**Run 1: zoomed window**

Window x 31 to 81, y 31 to 81 um. Cells in grey, sequential cells in the stronger grey; small squares are vias.
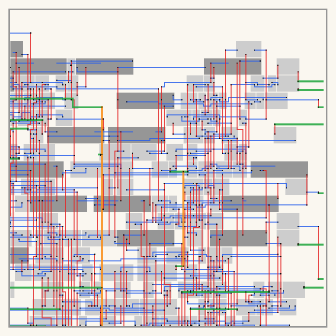
**Run 1: the metal 3 layer**

Scale: 6 px per um.
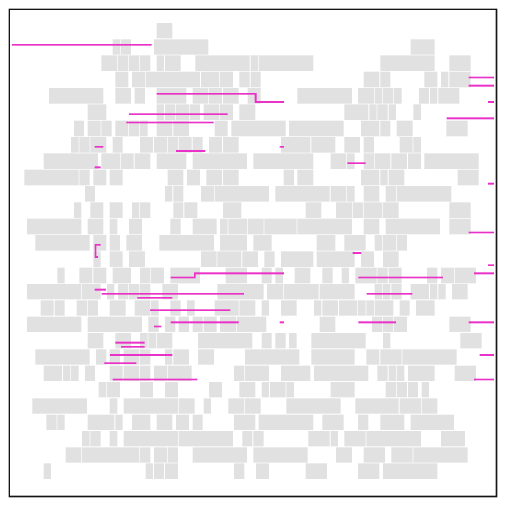
**Run 1: the clock network**

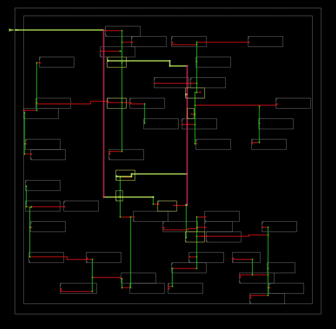
**Run 1: pin placement**

Scale: 4 px per um. Pins as bars across the die edge, other pins in grey.
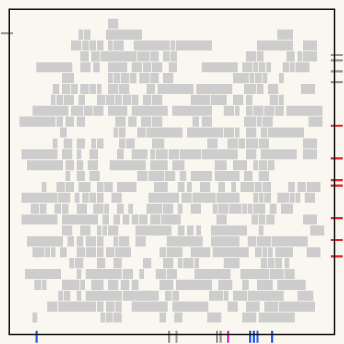
$ cat src/rtl/gh_pkg.sv
// gh_pkg: shared types and constants for the gameplay datapath.
//   seq_state_t : song sequencer FSM states
//   NOTE_W      : lane pattern width (5 lanes)
//   POS_W       : song position width
//   ROM_DEPTH   : song memory depth
//   SONG_INIT   : song chart contents, entry i at [i*NOTE_W +: NOTE_W]
package gh_pkg;

    localparam int unsigned NOTE_W    = 5;
    localparam int unsigned POS_W     = 7;
    localparam int unsigned ROM_DEPTH = 128;

    typedef enum logic [2:0] {
        StIdle,
        StPrime,
        StPlay,
        StPaused,
        StDone
    } seq_state_t;

    // Song chart: steps 0..3 hold the opening pattern, the rest are rests.
    localparam logic [ROM_DEPTH*NOTE_W-1:0] SONG_INIT = {
        {((ROM_DEPTH - 4) * NOTE_W){1'b0}},
        5'b00110, 5'b10000, 5'b00000, 5'b00001
    };

endpackage

$ cat src/rtl/song_rom.sv
// song_rom: synchronous-read song memory, ROM_DEPTH x NOTE_W, one cycle latency.
//   clk  : system clock
//   addr : step index to read
//   data : lane pattern at addr, valid the cycle after addr is presented
module song_rom
    import gh_pkg::*;
#(
    parameter logic [ROM_DEPTH*NOTE_W-1:0] INIT = SONG_INIT
) (
    input  logic              clk,
    input  logic [POS_W-1:0]  addr,
    output logic [NOTE_W-1:0] data
);

    logic [NOTE_W-1:0] rom [ROM_DEPTH];

    for (genvar i = 0; i < int'(ROM_DEPTH); i++) begin : g_rom
        assign rom[i] = INIT[i*NOTE_W +: NOTE_W];
    end

    always_ff @(posedge clk) begin
        data <= rom[addr];
    end

endmodule

$ cat src/rtl/song_sequencer.sv
// song_sequencer: steps through the song chart at a fixed tempo, presents the
// expected note, opens a hit window per note and judges hit or miss.
//   clk, clear  : clock, asynchronous active-high reset
//   start       : begin playback from step 0 (honoured in idle/done only)
//   pause       : freeze playback while high
//   match       : buttons equal the expected note
//   note        : expected lane pattern for the current step (0 = rest)
//   song_pos    : current step index
//   window_open : hit window active for a non-rest, unjudged note
//   hit, miss   : one-cycle judgement pulses
//   busy, done  : playback in progress / song finished
// Build option: define SONG_LOOP_EN to wrap from the last step back to step 0
// forever instead of finishing.
module song_sequencer
    import gh_pkg::*;
#(
    parameter int unsigned TICKS_PER_STEP = 12_500_000,
    parameter int unsigned WINDOW_TICKS   = 3_125_000,
    parameter int unsigned SONG_LEN       = 128
) (
    input  logic              clk,
    input  logic              clear,
    input  logic              start,
    input  logic              pause,
    input  logic              match,
    output logic [NOTE_W-1:0] note,
    output logic [POS_W-1:0]  song_pos,
    output logic              window_open,
    output logic              hit,
    output logic              miss,
    output logic              busy,
    output logic              done
);

    localparam int unsigned TICK_W = $clog2(TICKS_PER_STEP);
    localparam logic [TICK_W-1:0] TICK_LAST = TICK_W'(TICKS_PER_STEP - 1);
    localparam logic [TICK_W-1:0] TICK_WIN  = TICK_W'(WINDOW_TICKS);
    localparam logic [POS_W-1:0]  POS_LAST  = POS_W'(SONG_LEN - 1);

    seq_state_t        state_q, state_d;
    logic              prime_q, prime_d;   // set in the second PRIME cycle
    logic [TICK_W-1:0] tick_q, tick_d;
    logic [POS_W-1:0]  pos_q, pos_d;
    logic [NOTE_W-1:0] note_q, note_d;
    logic              judged_q, judged_d;
    logic              hit_q, hit_d;
    logic              miss_q, miss_d;
    logic [POS_W-1:0]  rom_addr;
    logic [NOTE_W-1:0] rom_data;
    logic              win;

    song_rom u_rom (
        .clk  (clk),
        .addr (rom_addr),
        .data (rom_data)
    );

    assign win = (state_q == StPlay) && (tick_q < TICK_WIN) && (note_q != '0) && !judged_q;

    always_comb begin
        state_d  = state_q;
        prime_d  = prime_q;
        tick_d   = tick_q;
        pos_d    = pos_q;
        note_d   = note_q;
        judged_d = judged_q;
        hit_d    = 1'b0;
        miss_d   = 1'b0;
        // Prefetch the next step so its word is ready at the step boundary.
        rom_addr = (pos_q == POS_LAST) ? '0 : pos_q + POS_W'(1);

        unique case (state_q)
            StIdle, StDone: begin
                if (start) begin
                    state_d = StPrime;
                    prime_d = 1'b0;
                end
            end
            StPrime: begin
                rom_addr = '0;
                if (!prime_q) begin
                    prime_d = 1'b1;
                end else begin
                    prime_d  = 1'b0;
                    note_d   = rom_data;
                    pos_d    = '0;
                    tick_d   = '0;
                    judged_d = 1'b0;
                    state_d  = StPlay;
                end
            end
            StPlay: begin
                // The cycle that samples pause still counts; the frozen cycles
                // are the ones spent in StPaused, so a step stretches by exactly
                // the number of cycles pause was high.
                if (pause) begin
                    state_d = StPaused;
                end
                if (win && match) begin
                    judged_d = 1'b1;
                    hit_d    = 1'b1;
                end else if (tick_q == TICK_WIN && note_q != '0 && !judged_q) begin
                    judged_d = 1'b1;
                    miss_d   = 1'b1;
                end
                if (tick_q == TICK_LAST) begin
                    tick_d   = '0;
                    judged_d = 1'b0;
`ifdef SONG_LOOP_EN
                    pos_d  = rom_addr;
                    note_d = rom_data;
`else
                    if (pos_q == POS_LAST) begin
                        state_d = StDone;
                    end else begin
                        pos_d  = rom_addr;
                        note_d = rom_data;
                    end
`endif
                end else begin
                    tick_d = tick_q + TICK_W'(1);
                end
            end
            StPaused: begin
                if (!pause) begin
                    state_d = StPlay;
                end
            end
            default: state_d = StIdle;
        endcase
    end

    always_ff @(posedge clk or posedge clear) begin
        if (clear) begin
            state_q  <= StIdle;
            prime_q  <= 1'b0;
            tick_q   <= '0;
            pos_q    <= '0;
            note_q   <= '0;
            judged_q <= 1'b0;
            hit_q    <= 1'b0;
            miss_q   <= 1'b0;
        end else begin
            state_q  <= state_d;
            prime_q  <= prime_d;
            tick_q   <= tick_d;
            pos_q    <= pos_d;
            note_q   <= note_d;
            judged_q <= judged_d;
            hit_q    <= hit_d;
            miss_q   <= miss_d;
        end
    end

    assign note        = note_q;
    assign song_pos    = pos_q;
    assign window_open = win;
    assign hit         = hit_q;
    assign miss        = miss_q;
    assign busy        = (state_q == StPrime) || (state_q == StPlay) || (state_q == StPaused);
    assign done        = (state_q == StDone);

endmodule

$ cat config.mk
export PLATFORM = sky130hd
export DESIGN_NAME = song_sequencer
export DESIGN_NICKNAME = d
export VERILOG_FILES = /design/src/rtl/gh_pkg.sv /design/src/rtl/song_rom.sv /design/src/rtl/song_sequencer.sv
export SDC_FILE = /design/constraint.sdc
export NUM_CORES = 1
export LEC_CHECK = 0
export CAP_MARGIN = 20
export CORE_MARGIN = 2
export CORE_UTILIZATION = 45
export DETAILED_ROUTE_END_ITERATION = 10
export SETUP_SLACK_MARGIN = 0.15
export SLEW_MARGIN = 25
export SYNTH_ARGS = -nofsm -noshare
export SYNTH_HDL_FRONTEND = slang
export SYNTH_SLANG_ARGS = --single-unit
$ cat constraint.sdc
create_clock -name clk -period 2.3 [get_ports clk]
set_input_delay 0.46 -clock clk [delete_from_list [all_inputs] [get_ports clk]]
set_output_delay 0.46 -clock clk [all_outputs]
set_load 0.005 [all_outputs]
==> changes_impl.md, run 1 <==
### Physical design

* Status: complete, no violations
* Setup Fix Bufs, Post-CTS at 2
* Endpoint class of the critical path: output port
* Worst R2R Setup Slack at 0.15 ns
* #FFs+latches synth at 44
* OpenROAD warning count at 29
* Maximum capacitance violations at 0
* Average wire length per cell after detail routing at 15.62 um
* Worst IR drop on VDD at 361.8 uV
* Register cell area after layout at between 1000 and 1500 um2
* Largest non-sequential cell family by area: simple AND/OR/NAND/NOR gates
* Max transition margin at 0.6163
* CTS tree: yes
* Layout overhead on the synthesized area at 26.90%
* Post-synth top flop: dfrtp_1
* Antenna cells at 0
* Cell area power density at between 500 and 600 nW/um2
* Fraction of the mapped netlist area in compound gates at 0.1915
* Unique cell type count in the Yosys netlist at 60
* Post-Route Utilization at 0.5815
* Logic area at 1469 um2
* Setup_tns at 0 ns
* Design Power at 1.866 mW
* Mux share at 0.02019
* Hold worst-path end: note[4]
* Parity-gate share of the synthesized area counting xor and xnor cells at 0
* Area of the mapped netlist at ~2700 um2
* Total cell area reported by yosys after synthesis at 2665 um2
* Static leakage at 1.435 nW
* Period Utilization, post-route at 0.9784
* Fillers at 548
* Nature of the critical path startpoint: flip-flop
* Critical path class: flip-flop to output port
* # nets final at roughly 370
Back to the opening pictures, 'zoomed window':
| layer | colour |
|---|---|
| met3 | green |
| met4 | orange |
| met1 | blue |
| met2 | red |
netlist names of flops here include: tick_q (5), song_pos (4), state_q (3)
most frequent: buf_4 (23), dfrtp_1 (13), nand2_1 (11)
sequential cells in the window: 13
cells with their middle in the window: 142

Back to the opening pictures, 'the metal 3 layer':
share of all routed wire: 3.8%
nets with wire on the layer: 29
longest straight run: 23.5 um
wire length on this layer: 262 um
main direction: horizontal
routed wire length: 6871 um
via count: 2511
met3 Use GR: 0.03667

Back to the opening pictures, 'the clock network':
cts bufs inserted: 5
insertion delay at the late pin of the worst-skew pair: 0.30 ns
final-layout clock buffer total: 6
number of sequential storage elements: 44
number of sinks handled by clock tree synthesis: 44

Back to the opening pictures, 'pin placement':
| port | colour | pins | direction | edge |
|---|---|---|---|---|
| song_pos | red | 7 | output | right |
| miss | magenta | 1 | output | bottom |
| note | blue | 5 | output | bottom |
all pins by edge: 11 right, 10 bottom, 1 left
vertical extent of the die: 80.96 um
Port Buffers: 20
x dimension of the die: 80.96 um

run 1: worst max path at each step:
stage	to	slack (ns)	depth (start not counted)
after detailed placement	window_open	-0.25	5
after global placement	window_open	-0.20	5
after floorplan	window_open	0.16	5
after CTS	window_open	0.03	5
after global routing	window_open	-0.04	5
final	window_open	0.05	5
run 1: cell type report:
type	instances	area share
multi-input combinational	225	0.4343
timing repair buffer	70	0.1691
clock buffer	6	0.02442
clock inverter	2	0.002960
tap	75	0.02775
inverter	18	0.01998
sequential	44	0.3215
run 1: metal layers:
metal | wire length [um] | GRT usage | vias to the layer above | share of wire
met3 | 262 | 0.03667 | 11 | 0.038
met1 | 3196 | 0.2970 | 1196 | 0.47
met5 | 0 | 0 | - | 0
li1 | - | - | 1245 | -
met2 | 3293 | 0.3711 | 59 | 0.48
met4 | 119 | 0.06949 | 0 | 0.017
run 1: critical path: stages (launching register included):
cell and delay [ns]:
dfrtp_1 0.39, or3b_4 0.42, a2111oi_4 0.19, buf_4 0.16, o2111a_1 0.21, buf_2 0.12
run 1: placed cells by master (no fill, tap or decap), drive strengths merged, types with 2 or more instances in the layout:
| cell type | n |
|---|---|
| or4 | 5 |
| a21o | 4 |
| buf | 51 |
| clkdlybuf4s50 | 19 |
| clkbuf | 6 |
| mux2 | 3 |
| nor2 | 17 |
| nor3 | 14 |
| inv | 18 |
| ha | 3 |
| o21ai | 26 |
| dfrtp | 41 |
| nand4 | 12 |
| nand2 | 26 |
| o311ai | 2 |
| dfxtp | 3 |
| clkinv | 2 |
| a21oi | 22 |
| a31oi | 12 |
| and4 | 3 |
| nor3b | 2 |
| nor4 | 8 |
| mux2i | 2 |
| or3 | 10 |
| o211ai | 3 |
| nand4b | 4 |
| nand3 | 17 |
| o2bb2ai | 2 |
| and2 | 3 |
| or3b | 2 |
| and3 | 4 |
run 1: where the power goes:
| group | internal [mW] | total [mW] | switching [mW] |
|---|---|---|---|
| Clock | 0.240 | 0.507 | 0.267 |
| Combinational | 0.214 | 0.446 | 0.232 |
| Sequential | 0.832 | 0.914 | 0.0817 |
| Total | 1.29 | 1.87 | 0.581 |
run 1: sequential cells by signal, summed over array words and instances (netlist names):
| signal | count |
|---|---|
| note | 3 |
| state_q | 3 |
| tick_q | 24 |
| song_pos | 7 |
| hit | 1 |
| judged_q | 1 |
| prime_q | 1 |
| miss | 1 |
| u_rom.data | 3 |
run 1: kinds of logic after synthesis:
logic type	count (synthesis)
fa+ha+maj	3
buf+inv	38
compound gates	82
flops	44
simple gates	134
mux	5
other cells	1
run 1: synthesized netlist by cell type, types with 3 or more instances:
library cell,instances,area share
nand4b_1,4,0.013
and3_1,3,0.0070
or4_1,4,0.011
nand2_1,26,0.037
o211ai_1,3,0.0085
nor4_1,7,0.016
nand3_1,16,0.030
a21oi_1,21,0.039
dfxtp_1,3,0.023
dfrtp_1,41,0.38
nor2_1,17,0.024
and4_1,3,0.0099
clkbuf_1,10,0.014
nor3_1,14,0.026
mux2_2,3,0.013
o21ai_0,24,0.045
inv_1,18,0.025
ha_1,3,0.014
and2_1,3,0.0070
or3_1,9,0.021
a31oi_1,12,0.028
a21o_1,3,0.0085
nand4_1,12,0.028
buf_6,5,0.021
==> run 2, diff against run 1 <==
Settings changed: HOLD_SLACK_MARGIN from default to 0.03.
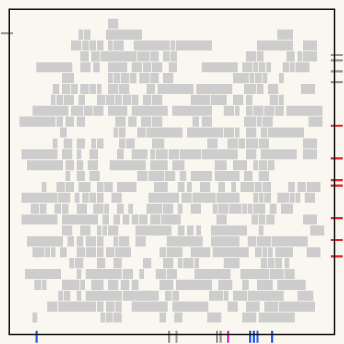
**Above:** run 2 (pin placement).
Scale: 4 px per um. Pins as bars across the die edge, other pins in grey.
| port | colour | pins | direction | edge |
|---|---|---|---|---|
| note | blue | 5 | output | bottom |
| song_pos | red | 7 | output | right |
| miss | magenta | 1 | output | bottom |
all pins by edge: 11 right, 10 bottom, 1 left

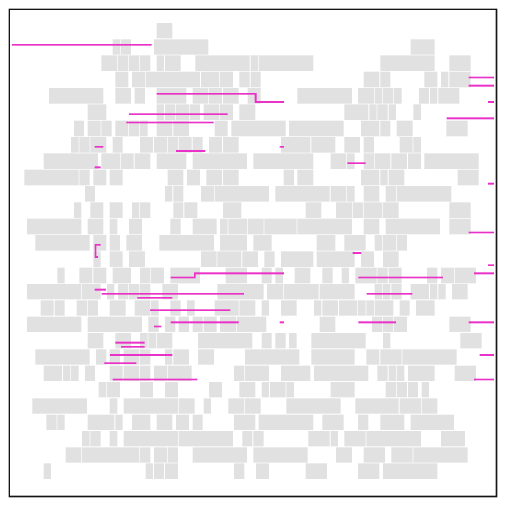
**Above:** run 2 (the metal 3 layer).
Scale: 6 px per um.

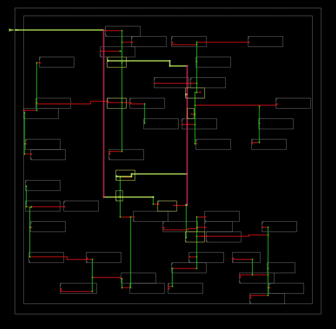
**Above:** run 2 (the clock network).
power in the clock group: 0.507 mW
final worst clock skew: 0.004895 ns

==> run 2 against run 1 <==
  * Register-to-register slack about the same
  * Critical path type unchanged
  * Synthesized cell count unchanged
  * Combinational power about the same
==> changes_impl.md, run 2 <==
### Physical design

* OpenROAD warning count at 29
* Largest area contributor in the synthesized netlist: dfrtp_1
* # nets final at between 300 and 400
* Area of the mapped netlist at ~2700 um2
* Leading cell type by number of instances after synthesis: dfrtp_1
* Number of DRC markers after the initial detailed-route iteration at about 180
* Worst R2R Setup Slack at around 0.15 ns
* Status: complete, no violations
* Cell area power density at 551.9 nW/um2
* Register name with the most flops: tick_q
* CTS tree: yes
* Top cell excl fill/tap: buf_4
* X dimension of the die at roughly 80 um
* Maximum capacitance violations at 0
* Max transition margin at 0.6163
* Most numerous logic cells after layout: buf_4, dfrtp_1, nand2_1, o21ai_0, a21oi_1
* Static leakage at 1.435 nW
* Top cells by area, synth: dfrtp_1, o21ai_0, a21oi_1
* Insertion delay at the late pin of the worst-skew pair at ~0.3 ns
* Number of DRC violations after detailed routing at 0
* Number of sinks handled by clock tree synthesis at 44
* Antenna cells at 0
* Maximum single-stage delay on the critical path at 0.42 ns
* Worst min-delay path class: flip-flop to flip-flop
* Most frequent cells after synthesis: dfrtp_1, nand2_1, o21ai_0
* Routed wire length at 6871 um
* CP endpoint: window_open
* Unique cell type count in the Yosys netlist at about 60
* Period Utilization, post-route at 0.9784
* Average wire length per cell after detail routing at 15.62 um
* Library cell contributing the largest single delay on the critical path: or3b_4
* Critical path class: flip-flop to output port
* Vertical extent of the die at 80.96 um
* Layout overhead on the synthesized area at 26.90%
* Design Power at about 1.9 mW
* Via count at roughly 2.5k
* Endpoint class of the critical path: output port
* Total cell area reported by yosys after synthesis at 2665 um2
* #FFs+latches synth at 44
* Nature of the critical path startpoint: flip-flop
* Worst path cell trace: or3b_4, a2111oi_4, buf_4, o2111a_1, buf_2
* Setup_tns at 0 ns
run 2: cell counts after synthesis:
Identical to the previous run, type by type.
run 2: layout make-up:
cell class,count,area (um2),share of cell area
multi-input combinational,225,1469,0.4343
sequential,44,1087,0.3215
timing repair buffer,70,571.8,0.1691
tap,75,93.84,0.02775
clock buffer,6,82.58,0.02442
inverter,18,67.56,0.01998
clock inverter,2,10.01,0.002960
run 2: layer usage:
| layer | track usage | share of wire | vias up |
|---|---|---|---|
| li1 | - | - | 1245 |
| met1 | 0.2970 | 0.47 | 1196 |
| met2 | 0.3711 | 0.48 | 59 |
| met3 | 0.03667 | 0.038 | 11 |
| met4 | 0.06949 | 0.017 | 0 |
| met5 | 0 | 0 | - |
run 2: how the worst min path moves through the flow:
stage / slack, ns / cells after the start / endpoint
after floorplan: 0.44 / 1 / note[0]
after CTS: 0.47 / 1 / note[4]
after global routing: 0.49 / 1 / note[0]
after detailed placement: 0.45 / 1 / note[2]
final: 0.46 / 1 / note[4]
after global placement: 0.44 / 1 / note[2]
run 2: repair_timing:
item,CTS,global route
setup buffers,2,13
pin swaps,2,12
resized,10,14
cloned,0,1
endpoints found under the setup margin,9,26
hold buffers,0,0
run 2: critical path, delay by kind of cell (launching register included):
kind | cells | cell delay, ns
simple gates | 1 | 0.42
compound gates | 2 | 0.40
flops | 1 | 0.39
buf+inv | 2 | 0.28
run 2: cell families (layout without fill, tap and decap cells):
group	Yosys count	in the layout	synth area share
AND/OR/NAND/NOR	134	134	0.2869
other	1	1	0.001407
buffers and inverters	38	96	0.07840
AND-OR/OR-AND	82	82	0.1916
flip-flops	44	44	0.4075
adder cells (fa/ha/maj)	3	3	0.01409
multiplexers	5	5	0.02019
run 2: stage by stage:
| step | cell area (um2) | hold slack [ns] | utilization | setup slack [ns] |
|---|---|---|---|---|
| final | 3382 | 0.4625 | 0.5815 | 0.04976 |
| after CTS | 3211 | 0.4656 | 0.5521 | 0.02612 |
| after global placement | 3077 | 0.4404 | 0.5290 | -0.1951 |
| after detailed placement | 3077 | 0.4537 | 0.5290 | -0.2491 |
| after floorplan | 2665 | 0.4389 | - | 0.1570 |
| after global routing | 3382 | 0.4863 | 0.5815 | -0.03946 |
run 2: power by group:
group / switching [mW] / internal [mW] / total [mW]
sequential: 0.0817 / 0.832 / 0.914
combinational: 0.232 / 0.214 / 0.446
clock: 0.267 / 0.240 / 0.507
Power is estimated from default activity; no workload was simulated.
